==> config.mk <==
export PLATFORM = sky130hd
export DESIGN_NAME = serial_add32_ctrl
export DESIGN_NICKNAME = d
export VERILOG_FILES = /design/src/rtl/serial_add32_ctrl.sv
export SDC_FILE = /design/constraint.sdc
export NUM_CORES = 1
export LEC_CHECK = 0
export CAP_MARGIN = 20
export CORE_MARGIN = 10
export CORE_UTILIZATION = 55
export CTS_CLUSTER_DIAMETER = 80
export DETAILED_ROUTE_END_ITERATION = 16
export PLACE_DENSITY_LB_ADDON = 0.12
export SLEW_MARGIN = 20
export SYNTH_ARGS = -nofsm -noshare
export SYNTH_HDL_FRONTEND = slang
export SYNTH_SLANG_ARGS = --single-unit
==> constraint.sdc <==
create_clock -name clk -period 4.5 [get_ports clk]
set_input_delay 0.45 -clock clk [delete_from_list [all_inputs] [get_ports clk]]
set_output_delay 0.45 -clock clk [all_outputs]
set_load 0.01 [all_outputs]
==> src/rtl/serial_add32_ctrl.sv <==
// Byte-serial 32-bit add/subtract controller: one 8-bit slice per cycle, LSB first.
// Define SERIAL_ADD_FLAGS_EN to build the ovf/zero flag logic; otherwise both flags are tied low.
module serial_add32_ctrl #(
   parameter bit STICKY_DONE = 1'b0
) (
   input  logic        clk,
   input  logic        rst_n,
   input  logic        start,
   input  logic        sub,
   input  logic [31:0] a,
   input  logic [31:0] b,
   input  logic        cin,
   output logic        busy,
   output logic        done,
   output logic [31:0] s,
   output logic        cout,
   output logic        ovf,
   output logic        zero
);

   typedef enum logic [1:0] {
      IDLE = 2'd0,
      BUSY = 2'd1,
      DONE = 2'd2
   } state_t;

   state_t      state;
   state_t      state_nxt;
   logic [1:0]  idx;
   logic        carry;
   logic [31:0] opa;
   logic [31:0] opb;
   logic        done_q;
   logic        accept;
   logic        last;
   logic [8:0]  bsum;

   always_comb begin
      accept = start && (state != BUSY);
      last   = (state == BUSY) && (idx == 2'd3);
      bsum   = {1'b0, opa[7:0]} + {1'b0, opb[7:0]} + {8'd0, carry};
   end

   always_comb begin
      state_nxt = state;
      case (state)
         IDLE:    if (start) state_nxt = BUSY;
         BUSY:    if (idx == 2'd3) state_nxt = DONE;
         DONE:    state_nxt = start ? BUSY : IDLE;
         default: state_nxt = IDLE;
      endcase
   end

   always_ff @(posedge clk or negedge rst_n) begin
      if (!rst_n) state <= IDLE;
      else        state <= state_nxt;
   end

   // Operands shift right one byte per slice so the adder always sees bits [7:0].
   always_ff @(posedge clk or negedge rst_n) begin
      if (!rst_n) begin
         idx   <= '0;
         carry <= 1'b0;
         opa   <= '0;
         opb   <= '0;
         s     <= '0;
         cout  <= 1'b0;
      end else if (accept) begin
         idx   <= '0;
         opa   <= a;
         opb   <= sub ? ~b : b;
         carry <= sub | cin;
      end else if (state == BUSY) begin
         s[{idx, 3'b000} +: 8] <= bsum[7:0];
         carry <= bsum[8];
         opa   <= opa >> 8;
         opb   <= opb >> 8;
         idx   <= idx + 2'd1;
         if (last) cout <= bsum[8];
      end
   end

   always_ff @(posedge clk or negedge rst_n) begin
      if (!rst_n)            done_q <= 1'b0;
      else if (accept)       done_q <= 1'b0;
      else if (last)         done_q <= 1'b1;
      else if (!STICKY_DONE) done_q <= 1'b0;
   end

`ifdef SERIAL_ADD_FLAGS_EN
   // Carry into bit 31 is recovered from the top slice's sum bit and its two operand bits.
   always_ff @(posedge clk or negedge rst_n) begin
      if (!rst_n) begin
         ovf  <= 1'b0;
         zero <= 1'b0;
      end else if (last) begin
         ovf  <= (opa[7] ^ opb[7] ^ bsum[7]) ^ bsum[8];
         zero <= (bsum[7:0] == 8'd0) && (s[23:0] == 24'd0);
      end
   end
`else
   assign ovf  = 1'b0;
   assign zero = 1'b0;
`endif

   assign busy = (state == BUSY);
   assign done = done_q;

endmodule

Figure 1. Register map, names as in the netlist.
Drawn at 2 px/um. Other sequential cells in the stronger grey, the rest of the logic in the fainter grey.
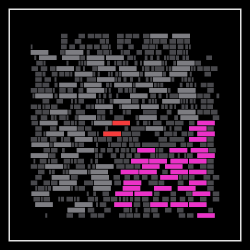
Key: magenta = `s` [placed flops 32]; red = `state` [placed flops 2]
Another 69 sequential cells are not coloured.
FF/Latch Area: 2580 sq um
Power Sequential: 1.52 mW
sequential share of cell area: 41.6%
Final Util: 70.6%

Figure 2. I/O nets highlighted.
Drawn at 4 px/um.
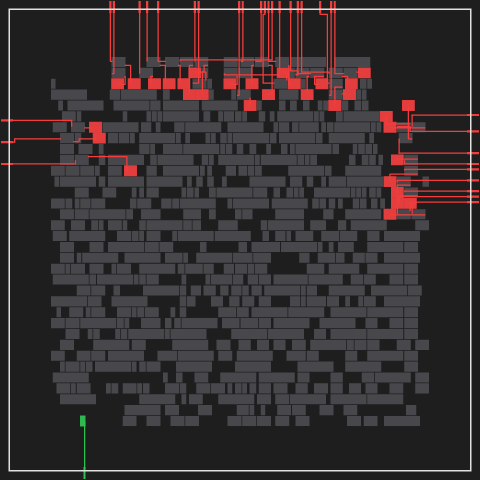
Key: red = `b` [bits 32, direction input, edge 20 top, 9 right, 3 left, end cells 32, buffers 32, wire 759 um]; green = `zero` [bits 1, direction output, edge bottom, end cells 1, buffers 0, wire 11.7 um]
port buffer count: 103
I/O pin total: 106

==> impl_metrics.ini <==
; implementation run metrics
[clocking]
cts_inserted_buffers = 9
cts_resized = 0
clk_pin_slew_ns = 0.10
cts-root-buf = clkbuf_8
cts.sinks = 103
post_cts_buffers = 0
cts_tree = yes
cts_max_level = 3
cts.hold.buffers_added = 0
clockBufferDepth = 2
clock_latency_ns = 0.37

[worst_setup_path]
crit_chain = nand2b_4 -> clkinv_2 -> buf_4 -> clkdlybuf4s50_1
critPathArrivalTime_ns = 2.57
reg2reg_depth = 7
critPathLaunchType = flip-flop
timing.rr.start = carry$_DFFE_PN0P_
critical_path.slowest_cell = buf_4
critPathCapture = busy
reg2reg_slack_ns = 2.13
worst-path-max-fanout = 100
max_stage_delay_ns = 0.69
end_kind = output pin
crit_type = reg -> out
worstPathRequired_ns = 4.05
timing.rr.end = cout$_DFFE_PN0P_
startpoint = state[1]$_DFFE_PN0P_

[timing]
max_freq_mhz = 331
setup-tns-final_ns = 0
setup_viol = 0
worst_pin_slew_ns = 0.896
final-hold-violation-count = 0
holdWs_ns = 0.134
finalCritPeriodShare_pct = 67.1
layout_setup_ws_ns = 1.48
rsz0062_at_grt = no
fin_crit_ns = 3.02
relSlewSlack_pct = 40.3
fin_skew_ns = 0.00987
slew_violations = 0

[job]
cap_violations = 0
tool_warnings = 33

[hold_path]
min_path_type = in -> async

[drt]
dr.pass1.iters = 5
met2RoutedLength_mm = 5.26
drt-met1-wl_mm = 5.17
drtIter0Drc = 205
vias = 3713
wl_met3_um = 758
routed_wl_mm = 11.4
ant_nets = 0
viasPerCell = 5.51
routedWlPerCell_um = 16.9
topRoutingLayerUsed = met4
drc = 0

[global_route]
gr-usage-met2_pct = 26.2
use_met1_pct = 23.9
busiest_layer = met2
grtUsageMet3_pct = 5.05
grtUsageTotal_pct = 17.5
grt_start_max_net_pins = 101
grt_pass1_vias = 3778
antenna_found_initial = 0
grt-ovfl-total = 0
grt_pass1_wl_mm = 19.0

[synthesis]
syn-instance-count = 472
syn_area_sq_um = 4960
synth_warnings = 0
synth.distinct_cells = 40
synth_area_per_cell_sq_um = 10.5
numSynthFlops = 103
yosysCellCount = 472
ys_seq_share_pct = 51.9
ys_area_sq_um = 4960

[place]
post-dp-hpwl_mm = 8.44
placed_area_sq_um = 6010
place_ws_ns = 1.89
dp.cells = 658
gp_congestion = 0.789

[cells_and_area]
num_antenna_cells = 0
area_delta_synth_final_pct = 24.7
fin_cells = 674
final_cell_mix = 103 x dfrtp_1, 100 x clkdlybuf4s50_1, 54 x nand2_1, 52 x o21ai_0, 42 x nor2_1
layout.nets = 645
layout.cells.most_common = dfrtp_1
drive_above_1_share_pct = 6.01
design_area_sq_um = 6190

[pwr]
p_leak_nw = 2.73
vdd_ir_drop_max_mv = 0.354
p_per_area_nw_per_um2 = 591
finalPower_mw = 3.66

[floorplan]
chipArea_sq_um = 13200
core_util_floorplan_pct = 56.6
num_rows = 34
chipHeight_um = 115
core_area_sq_um = 8760
die_w_um = 115

[run_status]
status = finished clean
-- cells in the mapped netlist, drive strengths merged --
cell type,n,area share [%]
or3,1,0.13
a22o,28,4.9
a211oi,9,1.4
o22ai,1,0.13
o21bai,2,0.30
a31oi,1,0.13
mux2i,32,6.5
ha,13,3.3
inv,7,0.53
o31ai,2,0.30
o21ai,54,5.4
nand3,2,0.20
a21o,3,0.45
nand2b,1,0.28
and2,2,0.25
fa,2,0.81
dfrtp,103,52
xor2,1,0.18
clkinv,2,0.18
nand2,58,4.8
nor4b,2,0.96
buf,13,1.5
a21oi,29,2.9
and3,1,0.13
nand3b,1,0.15
nor2,42,3.2
conb,1,0.076
clkbuf,17,1.3
xnor2,36,6.4
nor4,1,0.43
o211ai,3,0.45
nand4b,1,0.18
a221oi,1,0.30
-- final cells by class --
cell class,count,area (sq um)
Sequential cell,103,2580
Multi-Input combinational cell,331,2210
Clock buffer,9,124
Timing Repair Buffer,107,1050
Fill cell,671,2570
Inverter,9,35.0
Clock inverter,7,53.8
Tap cell,108,135
-- worst max-delay path: cells and delay by family (launching register included) --
kind | cells | cell delay, ns
simple gates | 1 | 0.16
flops | 1 | 0.37
buf+inv | 3 | 1.62
-- cell families after synthesis --
group	after synthesis	synth area share, %
compound gates	133	16.7
simple gates	112	10.7
flops	103	51.9
buf+inv	39	3.53
xor+xnor	37	6.53
mux	32	6.45
fa+ha+maj	15	4.08
other cells	1	0.0756
-- power by group --
| group | internal, mW | total [mW] | switching, mW |
|---|---|---|---|
| clock network | 0.206 | 0.535 | 0.329 |
| registers | 1.27 | 1.52 | 0.242 |
| logic | 0.696 | 1.60 | 0.908 |
-- registers in the layout, indices dropped and copies added, names as in the netlist --
register	count
carry	1
cout	1
done	1
idx	2
opa	32
opb	32
s	32
state	2
No activity file was given, so power comes from the tool's default toggle rates.
